**src/rtl/buzzer_melody_seq.sv**
```systemverilog
// Note sequencer feeding the buzzer square-wave generator: plays a writable
// table of {half-period, duration} entries, each followed by a fixed silent gap.
module buzzer_melody_seq #(
    parameter int CLK_HZ    = 50_000_000,
    parameter int TICK_HZ   = 1000,
    parameter int NOTES     = 16,
    parameter int HALF_W    = 24,
    parameter int DUR_W     = 12,
    parameter int GAP_TICKS = 20,
    parameter int LOOP      = 0,
    localparam int AW       = $clog2(NOTES)
) (
    input  logic              clk,
    input  logic              reset,
    input  logic              start,
    input  logic              stop,
    input  logic [AW:0]       seq_len,
    input  logic              wr_en,
    input  logic [AW-1:0]     wr_addr,
    input  logic [HALF_W-1:0] wr_half,
    input  logic [DUR_W-1:0]  wr_dur,
    output logic [HALF_W-1:0] half_period,
    output logic              tone_en,
    output logic              busy,
    output logic [AW-1:0]     note_idx,
    output logic              done
);
    localparam int TICK_DIV = CLK_HZ / TICK_HZ;
    localparam int PW       = $clog2(TICK_DIV + 1);
    localparam int GW       = $clog2(GAP_TICKS + 1);
    localparam int TW       = (DUR_W > GW) ? DUR_W : GW;

    typedef enum logic [2:0] {IDLE, LOAD, PLAY, GAP, DONE} state_t;

    state_t            state, state_d;
    logic [HALF_W-1:0] tbl_half [NOTES];
    logic [DUR_W-1:0]  tbl_dur  [NOTES];
    logic [HALF_W-1:0] cur_half;
    logic [DUR_W-1:0]  cur_dur;
    logic [AW-1:0]     idx, idx_d;
    logic [PW-1:0]     pre, pre_d;
    logic [TW-1:0]     ticks, ticks_d, dur_last;
    logic [AW:0]       len_eff;
    logic              tick_end, last_note, load_en;

    always_ff @(posedge clk) begin
        if (wr_en) begin
            tbl_half[wr_addr] <= wr_half;
            tbl_dur[wr_addr]  <= wr_dur;
        end
    end

    // The playing note works from its own copy, so table rewrites only take effect on the next LOAD
    always_ff @(posedge clk) begin
        if (load_en) begin
            cur_half <= tbl_half[idx];
            cur_dur  <= tbl_dur[idx];
        end
    end

    assign len_eff   = (seq_len > (AW+1)'(NOTES)) ? (AW+1)'(NOTES) : seq_len;
    assign last_note = ({1'b0, idx} + (AW+1)'(1)) >= len_eff;
    assign tick_end  = (pre == PW'(TICK_DIV - 1));
    assign dur_last  = (cur_dur == '0) ? '0 : TW'(cur_dur) - TW'(1);

    always_comb begin
        state_d = state;
        idx_d   = idx;
        pre_d   = pre;
        ticks_d = ticks;
        load_en = 1'b0;
        case (state)
            IDLE: begin
                if (start && !stop && seq_len != '0) begin
                    state_d = LOAD;
                    idx_d   = '0;
                end
            end
            LOAD: begin
                load_en = 1'b1;
                pre_d   = '0;
                ticks_d = '0;
                state_d = PLAY;
            end
            PLAY, GAP: begin
                pre_d = tick_end ? '0 : pre + PW'(1);
                if (tick_end) begin
                    if ((state == PLAY && ticks == dur_last) ||
                        (state == GAP && ticks == TW'(GAP_TICKS - 1))) begin
                        ticks_d = '0;
                        if (state == PLAY && GAP_TICKS != 0) begin
                            state_d = GAP;
                        end else if (!last_note) begin
                            idx_d   = idx + AW'(1);
                            state_d = LOAD;
                        end else if (LOOP != 0) begin
                            idx_d   = '0;
                            state_d = LOAD;
                        end else begin
                            state_d = DONE;
                        end
                    end else begin
                        ticks_d = ticks + TW'(1);
                    end
                end
            end
            DONE:    state_d = IDLE;
            default: state_d = IDLE;
        endcase
        if (stop && state != IDLE) begin
            state_d = IDLE;
        end
    end

    // Tone outputs trail the PLAY state by one clock; stop and end-of-sequence silence them at once
    always_ff @(posedge clk or negedge reset) begin
        if (!reset) begin
            state       <= IDLE;
            idx         <= '0;
            pre         <= '0;
            ticks       <= '0;
            half_period <= '0;
            tone_en     <= 1'b0;
            busy        <= 1'b0;
            done        <= 1'b0;
        end else begin
            state   <= state_d;
            idx     <= idx_d;
            pre     <= pre_d;
            ticks   <= ticks_d;
            if (state == PLAY) begin
                half_period <= cur_half;
            end
            tone_en <= (state == PLAY) && (state_d != IDLE) && (state_d != DONE) &&
                       (cur_half != '0);
            busy    <= (state_d != IDLE);
            done    <= (state_d == DONE);
        end
    end

    assign note_idx = idx;

endmodule

```
**config.mk**
```make
export PLATFORM = sky130hd
export DESIGN_NAME = buzzer_melody_seq
export DESIGN_NICKNAME = d
export VERILOG_FILES = /design/src/rtl/buzzer_melody_seq.sv
export SDC_FILE = /design/constraint.sdc
export NUM_CORES = 1
export LEC_CHECK = 0
export CAP_MARGIN = 10
export CORE_MARGIN = 8
export CORE_UTILIZATION = 60
export CTS_CLUSTER_SIZE = 28
export DETAILED_ROUTE_END_ITERATION = 10
export PLACE_DENSITY = 0.88
export SYNTH_ARGS = -nofsm -noshare
export SYNTH_HDL_FRONTEND = slang
export SYNTH_SLANG_ARGS = --single-unit
```
**constraint.sdc**
```tcl
create_clock -name clk -period 5.13 [get_ports clk]
set_input_delay 0.7695 -clock clk [delete_from_list [all_inputs] [get_ports clk]]
set_output_delay 0.7695 -clock clk [all_outputs]
set_load 0.01 [all_outputs]
```
Run 1, the metal 4 layer:
Supply wires on this layer in gray.
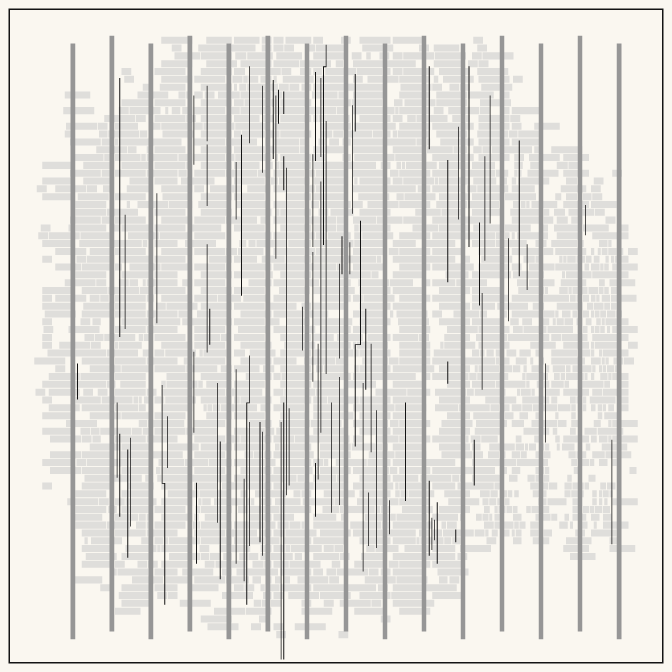
nets with wire on the layer = 59
share of all routed wire = 4.7%
main direction = vertical
longest straight run = 114 um
wire length on this layer = 3090 um

Run 1, placed standard cells:
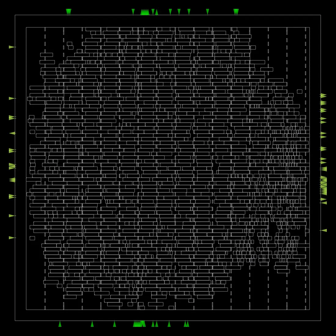
Seq cells: 674
final non-filler cell total: 2207
flop share of the area: 0.6547
Tapcells: 592
Core Region: 44030 um2

Run 1, routed metal, one color a layer:
The bar under the picture is 50 um long.
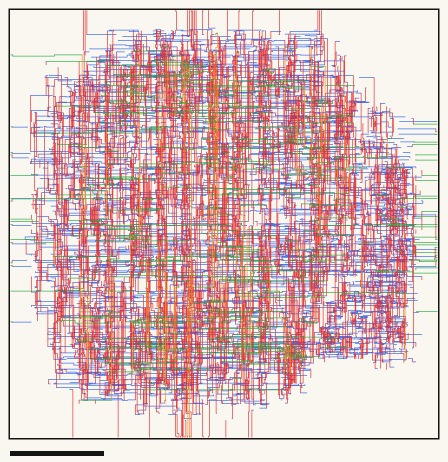
met2 -> red  # wire length 32.9 mm
met3 -> green  # wire length 5760 um
met4 -> orange  # wire length 3090 um
met1 -> blue  # wire length 23.3 mm
vias post-DR: 15040
final WL: 65.09 mm
all-layer global routing usage: 0.2541

Run 1, the metal 3 layer:
The bar under the picture is 50 um long.
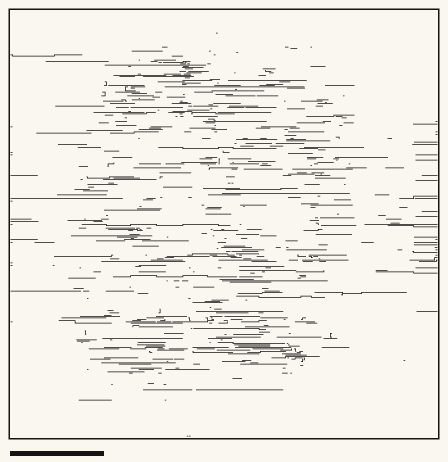
nets with wire on the layer = 291
wire length on this layer = 5760 um
share of all routed wire = 8.9%
GR Layer Usage met3: 0.04669

==> impl_metrics.csv, run 1 <==
group,metric,value,unit
outcome,outcome,"finished clean",
job,warnings,29,
finish,design_area,30460,um2
timing,setup_tns,0,ns
cts,postCtsSetupBuffers,0,
timing,final_hold_viol_count,0,
power_and_ir_drop,irDropWorstVdd,0.0004026,V
timing,fin_crit,3.535,ns
hold_path,hold_class,"in2async",
grt,antenna_found_initial,2,
detailed_routing,drt_iter0_drc,1762,
cts,post_cts_resized,0,
detailed_routing,vias_per_cell,6.812,
finish,nets,1623,
synth,ff_type,"edfxtp_1",
floorplan,fp.dieArea,51420,um2
cts,clock_latency,0.58,ns
finish,buf_share,0.03607,
worst_setup_path,endpoint_kind,"flop",
timing,finalSetupViolCount,0,
finish,n_antenna_cell,2,
finish,logic_gate_count,707,
finish,lay_top_count,"edfxtp_1",
cts,clk_pin_slew,0.06,ns
floorplan,initial_core_util,0.6053,
cts,cts-root-buf,"clkbuf_16",
synth,ys_types,66,
synth,synth_top_area_share,0.6896,
synth,async_flop_share,0.09199,
finish,clk_share,0.06840,
synth,yosys-stat-area,26650,um2
power_and_ir_drop,power_density,396.2,nW/um2
finish,final_util,0.6917,
place,place_congestion,0.8595,
finish,num-nonclk-buffers,108,
synth,postSynthSeqShare,0.7478,
detailed_routing,antenna_left,0,
floorplan,fp-row-count,77,
synth,top_cells_by_area,"edfxtp_1 (69%), mux4_2 (6.1%), dfrtp_1 (5.8%)",
worst_setup_path,r2r_cells,6,
synth,fp_nets,1518,
cts,ctsHoldBuffers,0,
worst_setup_path,crit_fanout,76,
-- run 1: flip-flops by register name, indices dropped and copies added, names as in the netlist --
register     cells
state            3
tbl_dur        192
busy             1
note_idx         4
ticks           12
tone_en          1
cur_dur         12
half_period     24
tbl_half       384
pre             16
cur_half        24
done             1
-- run 1: per-stage QoR --
stage               cells  hold WS [ns]
detailed placement   2088        0.4824
CTS                  2205        0.3256
global placement     2084        0.4747
finish               2207        0.3076
floorplan            1459        0.4512
global route         2206        0.3700
-- run 1: where the power goes --
group / total [mW] / switching [mW] / internal (mW)
sequential: 6.36 / 0.139 / 6.22
clock: 4.70 / 2.01 / 2.69
combinational: 1.01 / 0.516 / 0.491
-- run 1: path summary, 6_finish.rpt --
| check | start | to | slack (ns) |
|---|---|---|---|
| setup / recovery | note_idx[1] | cur_half[21] | 1.60 |
| hold / removal | reset | ticks[0] | 0.31 |
| setup reg to reg | note_idx[1] | cur_half[21] | 1.60 |
| hold reg to reg | half_period[12] | half_period[12] | 0.51 |
| max in group asynchronous | reset | note_idx[0] | 4.19 |
| min in group clk | half_period[12] | half_period[12] | 0.51 |
-- run 1: worst max-delay path: stages, from the launching register on --
cell and delay (ns):
dfrtp_4 1.22, inv_1 0.24, nor2_4 0.17, buf_4 0.76, a221oi_1 0.29, o21a_1 0.26, a221o_1 0.26
-- run 1: logic make-up (layout without fill, tap and decap cells) --
family / count (synthesis) / count (layout) / share of synthesized area
AND-OR/OR-AND: 198 / 198 / 0.05601
XOR/XNOR: 27 / 27 / 0.008873
adder cells (fa/ha/maj): 9 / 9 / 0.004225
buffers and inverters: 78 / 232 / 0.01108
flip-flops: 674 / 674 / 0.7478
multiplexers: 246 / 246 / 0.1275
other: 0 / 2 / 0
AND/OR/NAND/NOR: 227 / 227 / 0.04451
Run 1, cell sizes after repair:
The bar under the picture is 50 um long.
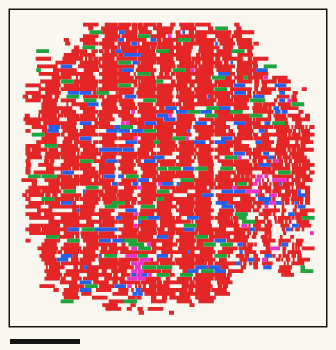

==> inputs of run 2 (changes only) <==
- CORE_UTILIZATION: 60 -> 55
- PLACE_DENSITY: 0.88 -> 0.85
- clock period: 5.13 -> 3.2 ns (I/O delays scaled with it)
Run 2, cell sizes after repair:
The bar under the picture is 50 um long.
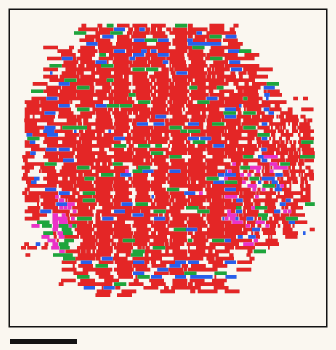
drive 1 or less -> red  # cells 1347, share 82%
drive 2 -> blue  # cells 126, share 7.7%
drive 3 to 4 -> magenta  # cells 63, share 3.8%
drive 6 and up -> green  # cells 102, share 6.2%
Layout area overhead: 15.91%
final cell area excluding filler cells: 30890 um2
final setup margin: 0.07582 ns

==> run 2 against run 1 <==
  * Sequential power up about 60%
  * Global-route usage down 3.7 points
  * Fmax up 13%
  * Clock skew down 0.0064 ns
  * Power up 59%
  * Die area up 8.4%
  * Register-to-register slack worse by 1.5 ns
  * Flip-flop count unchanged
  * Via count down 1.0%
  * First-iteration DRC count up 3.2%
==> impl_metrics.csv, run 2 <==
group,metric,value,unit
synth,fp_nets,1518,
worst_setup_path,reg2reg_to,"ticks[2]",
worst_setup_path,cp_slowest_stage_delay,0.61,ns
synth,synth_top_area_share,0.6896,
floorplan,fp.dieArea,55760,um2
finish,final_util,0.6470,
worst_setup_path,endpoint_kind,"flop",
cts,cts-root-buf,"clkbuf_16",
timing,finalSetupViolCount,0,
cts,ctsHoldBuffers,1,
outcome,outcome,"finished clean",
detailed_routing,vias,14880,
synth,postSynthSeqShare,0.7478,
finish,instances_no_fill,2259,
finish,top_regs,"tbl_half x384, tbl_dur x192",
grt,antenna_found_initial,8,
detailed_routing,vias_per_cell,6.586,
timing,final_hold_viol_count,0,
synth,top_cells_by_area,"edfxtp_1 (69%), mux4_2 (6.1%), dfrtp_1 (5.8%)",
synth,async_flop_share,0.09199,
cts,postCtsSetupBuffers,6,
floorplan,core,47750,um2
worst_setup_path,critPathBufInv,3,
timing,fin_crit,3.124,ns
detailed_routing,drt_wl_total,61.67,mm
finish,lay_top_count,"edfxtp_1",
timing,hold_ws,0.5068,ns
worst_setup_path,r2r_cells,12,
finish,regMostFlops,"tbl_half",
synth,ys_types,66,
floorplan,fp-row-count,80,
synth,ff_type,"edfxtp_1",
power_and_ir_drop,netSwitchingPower,4.200,mW
finish,largest_reg_flops,384,
synth,yosys-stat-area,26650,um2
worst_setup_path,crit_path_top_delay_cell,"or4b_2",
power_and_ir_drop,power_density,622.8,nW/um2
power_and_ir_drop,p_sw_frac,0.2183,
worst_setup_path,worstReg2RegStart,"cur_dur[0]",
place,place_congestion,0.8676,
grt,grt_usage,0.2176,
hold_path,worstHoldEndpoint,"half_period[6]",
finish,nets,1646,
worst_setup_path,path_cells,"inv_2 > ha_4 > nor3b_2 > nand4_2 > a21boi_0 > o221ai_1 > nand4b_1 > nor3b_4 > buf_6 > buf_4 > or4b_2 > o211ai_1",
power_and_ir_drop,p_comb_frac,0.084,
[run 2: cell count changes in the layout (fill, tap and decap cells not counted), sizes merged]
cell         delta
buf            +22
clkbuf          +5
diode           +4
clkinv          -3
bufinv          -2
clkinvlp        +1
dlygate4sd3     +1
inv             +1
[run 2: per-layer routing]
metal  up-vias  share of wire  GRT usage
li1       6237              -          -
met2       946           0.49     0.3539
met4         4          0.034    0.08289
met3       152           0.10    0.05095
met1      7539           0.38     0.2844
met5         -        0.00031          0
[run 2: worst max path at each step]
stage,to,depth (start not counted)
floorplan,tbl_dur[1][0],2
global placement,note_idx[0],10
detailed placement,note_idx[0],10
CTS,ticks[2],13
global route,ticks[2],13
finish,ticks[2],12
[run 2: power groups by stage]
stage          clock network [mW]  registers (mW)  logic [mW]
2_1_floorplan                   0            10.4       0.775
3_3_place_gp                    0            10.3        1.54
3_5_place_dp                    0            10.3        1.60
4_1_cts                      7.56            10.2        1.62
5_1_grt                      7.88            10.2        1.72
6_report                     7.46            10.2        1.61
[run 2: kinds of logic after synthesis]
family | Yosys count | synth area share
AOI/OAI and AO/OA | 198 | 0.05601
xor gates and xnor gates | 27 | 0.008873
adders and majority gates | 9 | 0.004225
buffers and inverters | 78 | 0.01108
DFF | 674 | 0.7478
muxes | 246 | 0.1275
and+or+nand+nor | 227 | 0.04451
[run 2: final cells by class]
class | count | area [um2] | share of cell area
Timing Repair Buffer | 131 | 1414 | 0.04577
Multi-Input combinational cell | 707 | 6644 | 0.2151
Antenna cell | 6 | 15.01 | 0.0004861
Sequential cell | 674 | 19940 | 0.6455
Inverter | 7 | 26.28 | 0.0008506
Tap cell | 615 | 769.5 | 0.02491
Clock inverter | 28 | 225.2 | 0.007291
Clock buffer | 91 | 1858 | 0.06015
Power is estimated from default activity; no workload was simulated.
